### src/rtl/lif_pkg.sv
// rtl/lif_pkg.sv - shared types and width helper for the LIF spike generator
package lif_pkg;

    typedef enum logic [1:0] {
        IDLE = 2'd0,
        CALC = 2'd1,
        EMIT = 2'd2
    } lif_state_e;

    localparam int N_STAGE_DEF = 6;

    // Datapath width matches the membrane-potential accumulator: N_STAGE + 2.
    function automatic int lif_width(input int n_stage);
        return n_stage + 2;
    endfunction

    localparam int W_DEF = lif_width(N_STAGE_DEF);

endpackage

### src/rtl/lif_decay.sv
// rtl/lif_decay.sv - shift-subtract leak with refractory clamp
module lif_decay
    import lif_pkg::*;
#(
    parameter int W = W_DEF
) (
    input  logic signed [W-1:0] u,
    input  logic        [2:0]   beta_shift,
    input  logic                clamp,
    output logic        [W-1:0] beta_u
);

    logic signed [W-1:0] leak;

    // beta*u = u - u*2^-shift; shift 0 leaks everything, refractory forces zero
    always_comb begin
        leak   = u >>> beta_shift;
        beta_u = clamp ? '0 : (u - leak);
    end

endmodule

### src/rtl/lif_spike_gen.sv
// rtl/lif_spike_gen.sv - LIF threshold compare, decay, refractory and spike counting
module lif_spike_gen
    import lif_pkg::*;
#(
    parameter int N_STAGE  = 6,
    parameter int REFRAC_W = 4,
    parameter int CNT_W    = 8,
    localparam int W       = lif_width(N_STAGE)
) (
    input  logic                clk,
    input  logic                rst_n,
    input  logic [W-1:0]        u_in,
    input  logic                u_valid,
    output logic                u_ready,
    input  logic [W-1:0]        theta,
    input  logic [2:0]          beta_shift,
    input  logic [REFRAC_W-1:0] refrac_len,
    input  logic                cnt_clr,
    output logic [W-1:0]        beta_u,
    output logic [W-1:0]        minus_teta,
    output logic                was_spike,
    output logic                spike,
    output logic                out_valid,
    input  logic                out_ready,
    output logic [CNT_W-1:0]    spike_cnt
);

    lif_state_e state_q, state_d;

    logic [W-1:0]        u_q, theta_q;
    logic [2:0]          shift_q;
    logic [REFRAC_W-1:0] rlen_q, refrac_q, refrac_d;
    logic [W-1:0]        beta_u_q, minus_teta_q;
    logic                was_spike_q, spike_q;
    logic [CNT_W-1:0]    cnt_q, cnt_d;

    logic                accept, in_calc, refractory, ge_thr, spike_now;
    logic signed [W:0]   u_ext, theta_ext;
    logic [W-1:0]        decay_beta;

    assign accept     = (state_q == IDLE) && u_valid;
    assign in_calc    = (state_q == CALC);
    assign refractory = (refrac_q != '0);
    // Theta is unsigned, so widen by one bit to compare it against signed u.
    assign u_ext      = {u_q[W-1], u_q};
    assign theta_ext  = {1'b0, theta_q};
    assign ge_thr     = (u_ext >= theta_ext);
    assign spike_now  = ge_thr && !refractory;

    lif_decay #(.W(W)) u_decay (
        .u          (u_q),
        .beta_shift (shift_q),
        .clamp      (refractory),
        .beta_u     (decay_beta)
    );

    // State register
    always_ff @(posedge clk or negedge rst_n) begin
        if (!rst_n) state_q <= IDLE;
        else        state_q <= state_d;
    end

    // Next-state: one accept, one evaluate cycle, then hold until consumed
    always_comb begin
        state_d = state_q;
        case (state_q)
            IDLE:    if (u_valid)   state_d = CALC;
            CALC:                   state_d = EMIT;
            EMIT:    if (out_ready) state_d = IDLE;
            default:                state_d = IDLE;
        endcase
    end

    // Handshake outputs decoded from state
    always_comb begin
        u_ready   = (state_q == IDLE);
        out_valid = (state_q == EMIT);
    end

    // Refractory and saturating counter next-state; clear wins but keeps a same-cycle spike
    always_comb begin
        refrac_d = refrac_q;
        if (in_calc) begin
            if (spike_now)       refrac_d = rlen_q;
            else if (refractory) refrac_d = refrac_q - 1'b1;
        end
        cnt_d = cnt_q;
        if (cnt_clr)
            cnt_d = (in_calc && spike_now) ? {{(CNT_W-1){1'b0}}, 1'b1} : '0;
        else if (in_calc && spike_now && (cnt_q != {CNT_W{1'b1}}))
            cnt_d = cnt_q + {{(CNT_W-1){1'b0}}, 1'b1};
    end

    // Capture inputs at accept; register timestep results at CALC, hold otherwise
    always_ff @(posedge clk or negedge rst_n) begin
        if (!rst_n) begin
            u_q          <= '0;
            theta_q      <= '0;
            shift_q      <= '0;
            rlen_q       <= '0;
            beta_u_q     <= '0;
            minus_teta_q <= '0;
            was_spike_q  <= 1'b0;
            spike_q      <= 1'b0;
            refrac_q     <= '0;
            cnt_q        <= '0;
        end else begin
            refrac_q <= refrac_d;
            cnt_q    <= cnt_d;
            if (accept) begin
                u_q     <= u_in;
                theta_q <= theta;
                shift_q <= beta_shift;
                rlen_q  <= refrac_len;
            end
            if (in_calc) begin
                beta_u_q     <= decay_beta;
                minus_teta_q <= spike_now ? ('0 - theta_q) : '0;
                was_spike_q  <= spike_now;
                spike_q      <= spike_now;
            end
        end
    end

    assign beta_u     = beta_u_q;
    assign minus_teta = minus_teta_q;
    assign was_spike  = was_spike_q;
    assign spike      = spike_q;
    assign spike_cnt  = cnt_q;

endmodule

### config.mk
export PLATFORM = sky130hd
export DESIGN_NAME = lif_spike_gen
export DESIGN_NICKNAME = d
export VERILOG_FILES = /design/src/rtl/lif_pkg.sv /design/src/rtl/lif_decay.sv /design/src/rtl/lif_spike_gen.sv
export SDC_FILE = /design/constraint.sdc
export NUM_CORES = 1
export LEC_CHECK = 0
export ABC_CLOCK_PERIOD_IN_PS = 3000
export CORE_MARGIN = 8
export CORE_UTILIZATION = 45
export DETAILED_ROUTE_END_ITERATION = 16
export PLACE_DENSITY = 0.7
export SLEW_MARGIN = 10
export SYNTH_ARGS = -nofsm -noshare
export SYNTH_HDL_FRONTEND = slang
export SYNTH_HIERARCHICAL = 1
export SYNTH_SLANG_ARGS = --single-unit
export TNS_END_PERCENT = 20
### constraint.sdc
create_clock -name clk -period 3 [get_ports clk]
set_input_delay 0.6 -clock clk [delete_from_list [all_inputs] [get_ports clk]]
set_output_delay 0.6 -clock clk [all_outputs]
set_load 0.05 [all_outputs]
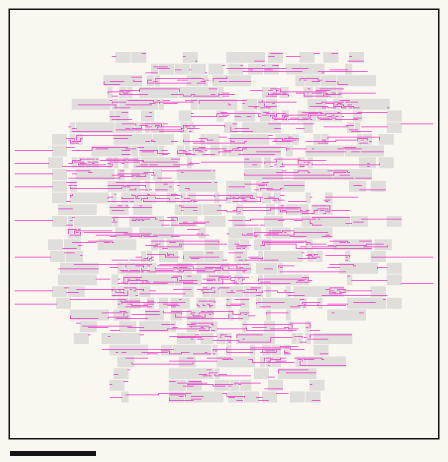
met1.png
Bar = 20 um. Cells faint in the background.
main direction: horizontal
longest straight run: 22.1 um
share of all routed wire: 46%
nets with wire on the layer: 384

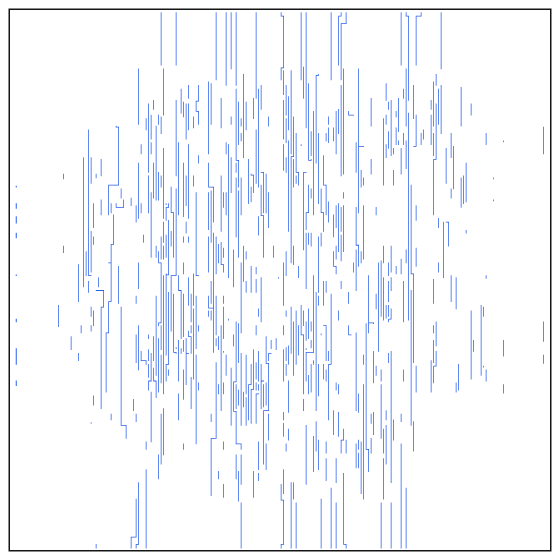
met2.png
longest straight run: 38.1 um
share of all routed wire: 49%
wire length on this layer: 3310 um
nets with wire on the layer: 352
main direction: vertical

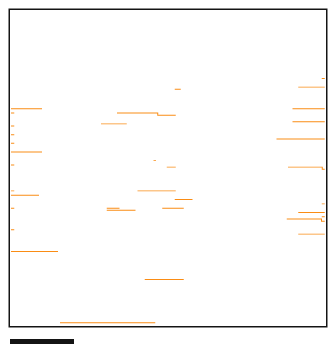
met3.png
Bar = 20 um.
main direction: horizontal
longest straight run: 29.7 um
nets with wire on the layer: 30
wire length on this layer: 241 um
share of all routed wire: 3.6%

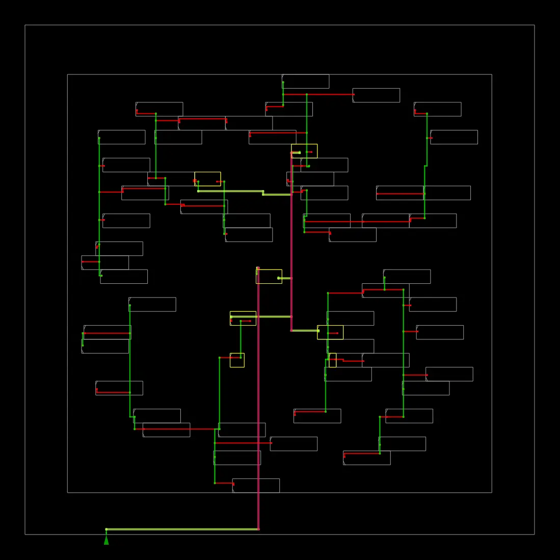
final_clocks.png
worst-case clock skew: 6.93 ps
clock buffers: 6
CTS Buf Count: 5

==> results.sh <==
# yosys + openroad results
export IMPL_outcome="complete, no violations"
export IMPL_logic_depth_of_the_worst_path_buffers_included=10
export IMPL_ctsRootBufferMaster="sky130_fd_sc_hd__clkbuf_8"
export IMPL_die_height_um=99.4
export IMPL_finish_cell_count_without_fillers=454
export IMPL_max_slew_worst_pin_slew_ps=797
export IMPL_pwr_group_combinational_mw=2.29
export IMPL_power_sequential_mw=1.28
export IMPL_count_of_boundary_i_o_pins=56
export IMPL_syn_inst=324
export IMPL_timing_max_transition_violations_final=0
export IMPL_nonClockBufferCount=58
export IMPL_syn_cell_area_um2=3130
export IMPL_cp_num_buf_inv=0
export IMPL_final_setup_tns_ps=0
export IMPL_fin_ws_ps=233
export IMPL_ant_nets=0
export IMPL_met2_wirelength_um=3310
export IMPL_part_of_the_total_power_dissipated_in_sequential_elements_pct=32.4
export IMPL_syn_mean_instance_area_um2=9.66
export IMPL_max_cap_viol_count=0
export IMPL_worst_path_most_repeated_cell="sky130_fd_sc_hd__nand2_1"
export IMPL_timing_critical_path_to="beta_u[5]"
export IMPL_detailed_place_area_um2=3730
export IMPL_post_synth_xor_area_fraction_pct=1.96
export IMPL_critical_path_startpoint="shift_q[0]"
export IMPL_synth_logic_top_family="simple AND/OR/NAND/NOR gates"
export IMPL_final_hold_worst_slack_ps=257
export IMPL_clockNetworkAreaShare_pct=2.10
export IMPL_total_leakage_power_nw=1.65
export IMPL_fp_utilization_pct=46.3
export IMPL_multiInputGateArea_um2=1630
export IMPL_fraction_of_layout_cells_with_a_size_suffix_above_1_pct=7.49
export IMPL_setup_worst_path_end_class="flop"
export IMPL_fin_area_um2=3810
export IMPL_synth_distinct_cells=56
export IMPL_maxClockFrequency_mhz=361
export IMPL_core_um2=6760
